Figure 1. The metal 1 layer.
Cells faint in the background.
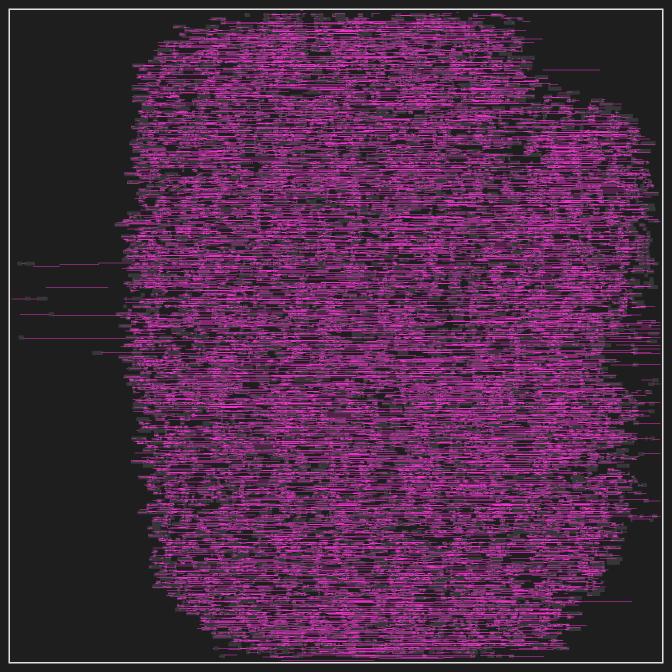
Figure 2. M2 wires.
Bar = 100 um.
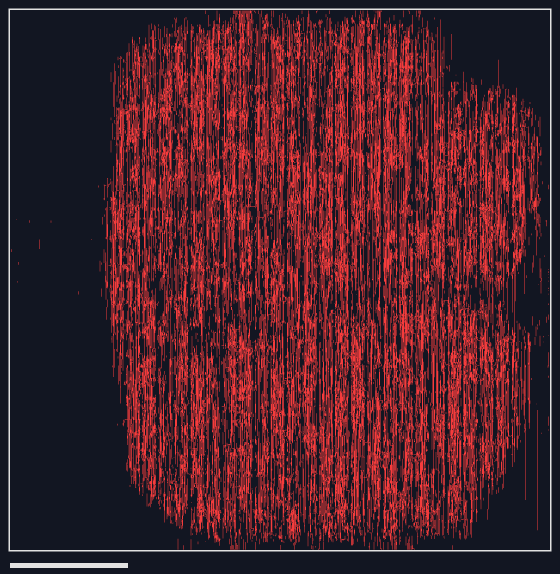
[config.mk]
export PLATFORM = sky130hd
export DESIGN_NAME = register_file
export DESIGN_NICKNAME = d
export VERILOG_FILES = /design/src/rtl/register_file_pkg.sv /design/src/rtl/register_file_scoreboard.sv /design/src/rtl/register_file.sv
export SDC_FILE = /design/constraint.sdc
export NUM_CORES = 2
export LEC_CHECK = 0
export ABC_AREA = 1
export CORE_MARGIN = 2
export CORE_UTILIZATION = 30
export DETAILED_ROUTE_END_ITERATION = 10
export PLACE_DENSITY = 0.49
export SLEW_MARGIN = 40
export SYNTH_ARGS = -nofsm -noshare
export SYNTH_HDL_FRONTEND = slang
export SYNTH_SLANG_ARGS = --single-unit
export TNS_END_PERCENT = 50
[constraint.sdc]
create_clock -name clk -period 2.4 [get_ports clk]
set_input_delay 0.48 -clock clk [delete_from_list [all_inputs] [get_ports clk]]
set_output_delay 0.48 -clock clk [all_outputs]
set_load 0.02 [all_outputs]
[src/rtl/register_file_pkg.sv]
// Shared types and constants for the architectural register file and its scoreboard.
package register_file_pkg;

  localparam int XLEN_C         = 32;
  localparam int NREGS_C        = 32;
  localparam int MAX_INFLIGHT_C = 3;

  typedef logic [4:0]        reg_addr_t;
  typedef logic [XLEN_C-1:0] word_t;

  // Writeback port bundle as the WB stage drives it.
  typedef struct packed {
    logic      WE3;
    reg_addr_t A3;
    word_t     WD3;
  } rf_wb_port_t;

  // A writeback only counts (as a write or a retire) when it targets a real register.
  function automatic logic is_wb_retire(input logic we, input reg_addr_t addr);
    return we && (addr != '0);
  endfunction

endpackage

[src/rtl/register_file_scoreboard.sv]
// Pending-write scoreboard: per-register outstanding-write counters, issue gating,
// busy flags for both read ports and a sticky underflow flag.
module rf_scoreboard
  import register_file_pkg::*;
#(
  parameter int NREGS        = NREGS_C,
  parameter int BYPASS       = 1,
  parameter int MAX_INFLIGHT = MAX_INFLIGHT_C
) (
  input  logic      clk,
  input  logic      rst_n,
  input  logic      wb_we_i,
  input  reg_addr_t wb_addr_i,
  input  reg_addr_t rd_addr1_i,
  input  reg_addr_t rd_addr2_i,
  input  logic      issue_valid_i,
  input  logic      issue_regw_i,
  input  reg_addr_t issue_rd_i,
  output logic      issue_ready_o,
  output logic      busy1_o,
  output logic      busy2_o,
  output logic      sb_underflow_o
);

  localparam int CNT_W = $clog2(MAX_INFLIGHT + 1);
  typedef logic [CNT_W-1:0] cnt_t;

  cnt_t cnt_q [NREGS];
  cnt_t cnt_d [NREGS];
  logic underflow_q;
  logic underflow_d;
  logic fire;
  logic retire;
  logic hit1;
  logic hit2;

  assign retire = is_wb_retire(wb_we_i, wb_addr_i);

  // Issue is refused only when the destination counter is already at its ceiling,
  // so the counter can never wrap.
  assign issue_ready_o = !(issue_regw_i && (issue_rd_i != '0) &&
                           (cnt_q[issue_rd_i] == cnt_t'(MAX_INFLIGHT)));
  assign fire = issue_valid_i && issue_ready_o && issue_regw_i && (issue_rd_i != '0);

  // Per-register next count: a same-register issue+retire cancels out; a retire
  // against an empty counter leaves it at zero.
  for (genvar gi = 0; gi < NREGS; gi++) begin : g_cnt
    if (gi == 0) begin : g_x0
      assign cnt_d[gi] = '0;
    end else begin : g_reg
      logic inc;
      logic hit;
      assign inc = fire && (issue_rd_i == reg_addr_t'(gi));
      assign hit = retire && (wb_addr_i == reg_addr_t'(gi));
      assign cnt_d[gi] = (inc && hit)               ? cnt_q[gi] :
                         inc                        ? cnt_q[gi] + cnt_t'(1) :
                         (hit && cnt_q[gi] != '0)   ? cnt_q[gi] - cnt_t'(1) :
                                                      cnt_q[gi];
    end
  end

  assign underflow_d = underflow_q || (retire && (cnt_q[wb_addr_i] == '0));

  // Counter and sticky-flag state; reset drops every in-flight write.
  always_ff @(posedge clk or negedge rst_n) begin
    if (!rst_n) begin
      for (int i = 0; i < NREGS; i++) cnt_q[i] <= '0;
      underflow_q <= 1'b0;
    end else begin
      for (int i = 0; i < NREGS; i++) cnt_q[i] <= cnt_d[i];
      underflow_q <= underflow_d;
    end
  end

  // With write-through, a retire landing this cycle already counts as done for readers.
  assign hit1 = (BYPASS != 0) && retire && (wb_addr_i == rd_addr1_i);
  assign hit2 = (BYPASS != 0) && retire && (wb_addr_i == rd_addr2_i);

  assign busy1_o = (rd_addr1_i != '0) &&
                   (hit1 ? (cnt_q[rd_addr1_i] > cnt_t'(1)) : (cnt_q[rd_addr1_i] != '0));
  assign busy2_o = (rd_addr2_i != '0) &&
                   (hit2 ? (cnt_q[rd_addr2_i] > cnt_t'(1)) : (cnt_q[rd_addr2_i] != '0));

  assign sb_underflow_o = underflow_q;

endmodule

[src/rtl/register_file.sv]
// 32x32 architectural register file: one writeback port, two combinational read
// ports with optional write-through, plus the pending-write scoreboard.
module register_file
  import register_file_pkg::*;
#(
  parameter int XLEN         = XLEN_C,
  parameter int NREGS        = NREGS_C,
  parameter int BYPASS       = 1,
  parameter int MAX_INFLIGHT = MAX_INFLIGHT_C
) (
  input  logic            clk,
  input  logic            rst_n,
  input  logic            WE3,
  input  logic [4:0]      A3,
  input  logic [XLEN-1:0] WD3,
  input  logic [4:0]      A1,
  input  logic [4:0]      A2,
  output logic [XLEN-1:0] RD1,
  output logic [XLEN-1:0] RD2,
  output logic            busy1,
  output logic            busy2,
  input  logic            issue_valid,
  input  logic            issue_regw,
  input  logic [4:0]      issue_rd,
  output logic            issue_ready,
  output logic            sb_underflow
);

  logic [XLEN-1:0] regs_q [NREGS];
  logic            wb_en;
  logic            bypass_en;

  assign wb_en = is_wb_retire(WE3, A3);
  // Forwarding is suppressed while in reset so both read ports read as zero.
  assign bypass_en = (BYPASS != 0) && wb_en && rst_n;

  // Register storage; x0 is never written so it stays at its reset value of zero.
  always_ff @(posedge clk or negedge rst_n) begin
    if (!rst_n) begin
      for (int i = 0; i < NREGS; i++) regs_q[i] <= '0;
    end else if (wb_en) begin
      regs_q[A3] <= WD3;
    end
  end

  function automatic logic [XLEN-1:0] read_port(input reg_addr_t addr);
    if (addr == '0)                   return '0;
    else if (bypass_en && (A3 == addr)) return WD3;
    else                              return regs_q[addr];
  endfunction

  // Zero-latency read muxes for both decode ports.
  always_comb begin
    RD1 = read_port(A1);
    RD2 = read_port(A2);
  end

  rf_scoreboard #(
    .NREGS        (NREGS),
    .BYPASS       (BYPASS),
    .MAX_INFLIGHT (MAX_INFLIGHT)
  ) u_scoreboard (
    .clk            (clk),
    .rst_n          (rst_n),
    .wb_we_i        (WE3),
    .wb_addr_i      (A3),
    .rd_addr1_i     (A1),
    .rd_addr2_i     (A2),
    .issue_valid_i  (issue_valid),
    .issue_regw_i   (issue_regw),
    .issue_rd_i     (issue_rd),
    .issue_ready_o  (issue_ready),
    .busy1_o        (busy1),
    .busy2_o        (busy2),
    .sb_underflow_o (sb_underflow)
  );

endmodule

==> run summary <==
impl run done, here's what came out: Top Layout Cells=o21ai_0, nand2_1, dfrtp_1, RD Place Congestion=roughly 0.95, GR Overflow Total=0, Area leader share=44.3%, Die ar.=208,000 um2, post-synth net total=around 8,500, Tapcells=2,688, initial DRC count=about 8,900, Syn Inst Count=about 8,500, failing checks=setup timing, clkbuf count=roughly 200, CP bufs+invs=9, Crit-path slowest cell=nor4_4, chip area in the Yosys report=roughly 61,000 um2, row count=between 150 and 200, post-cts sizing count=around 560, outcome=complete, but fails checks, P_seq=24.3 mW, Post-Route WL=309 mm, Final Cell Area=roughly 83,000 um2, Post-Synth XOR/XNOR Area=less than 1%, unrepaired setup endpoints after global routing=yes, most frequent CP cell=buf_12, Post-synth top flop=dfrtp_1, async set-reset flop share out of synthesis=100%, largest class=logic gates, stage-log warning count=38, post-route setup slack=-562 ps, vias=about 67,000, CP delay by family, top=buffers and inverters, switching power=about 20 mW, H-Tree Depth=4, ys cells=~8,500, CP max FO=6, CP startpoint kind=input port, worst setup path start=A2[0], switching part of the total power=between 30% and 40%, MUX area fraction=0%, share of post-route cells with drive strength above 1=just over 20%, area delta synth->final=34.8%, Largest cells by area=dfrtp_1, o21ai_0, nand2_1, number of global-route vias before repair=62,100, ao+oa area frac=around 29%, largest net degree at the start of global routing=about 150, CTS buffer count=134, endpoints failing hold=0, Met3 Wirelength=approximately 28 mm, CTS tree=done, worst-case clock buffer depth=3, placed wire-length estimate=around 200 mm, area of the mapped netlist=around 60,000 um2, MI comb area=30,500 um2, Starting Density=a little under a third, DR DRC count=0, EDFF count, synth=0, Hold Path Class=in -> reg, met2 routed WL=around 130 mm, nets=9,155, met1 wire length=129 mm, final setup vio count=67, MI comb cells=roughly 5,900, Final Cycle Share=123%, GR Util met3=between 4 and 5%, register area=27,200 um2, Least-Margin Pin Slew=between 800 and 900 ps, area leader, netlist=dfrtp_1, combinational power=roughly 16 mW, clk_lat worst skew=810 ps, syn avg cell area=slightly above 7 um2, hold-fix buffers at CTS=1, fraction of area in registers=about a third, CP Data Required Time=about 1900 ps, Inverters=710, VDD IR max=0.844 mV
Back to the opening pictures, Figure 1:
The layer carries 129 mm of wire. The longest straight run is 108 um. The wires run mostly horizontal. 8,628 nets have wire on it. The layer holds 42% of the routed length.

Back to the opening pictures, Figure 2:
The layer carries 134 mm of wire. The longest straight run is 121 um. 6,973 nets have wire on it. The wires run mostly vertical. The layer holds 44% of the routed length.

[state kept, by name (all words and copies together), names as in the netlist]
name	count
u_scoreboard.cnt_q	62
regs_q	1024
u_scoreboard.sb_underflow_o	1
[worst paths after layout]
path | cells after the start | endpoint | slack [ps]
min reg2reg | 0 | regs_q[1014]$_DFFE_PN0P_ | 390
max reg2reg | 16 | u_scoreboard.cnt_q[32]$_DFFE_PN0P_ | 50
min in group asynchronous | 3 | u_scoreboard.cnt_q[49]$_DFFE_PN0P_ | 410
max in group asynchronous | 6 | regs_q[147]$_DFFE_PN0P_ | 370
max | 14 | RD2[18] | -560
min | 6 | u_scoreboard.sb_underflow_o$_DFF_PN0_ | 370
Power is estimated from default activity; no workload was simulated.
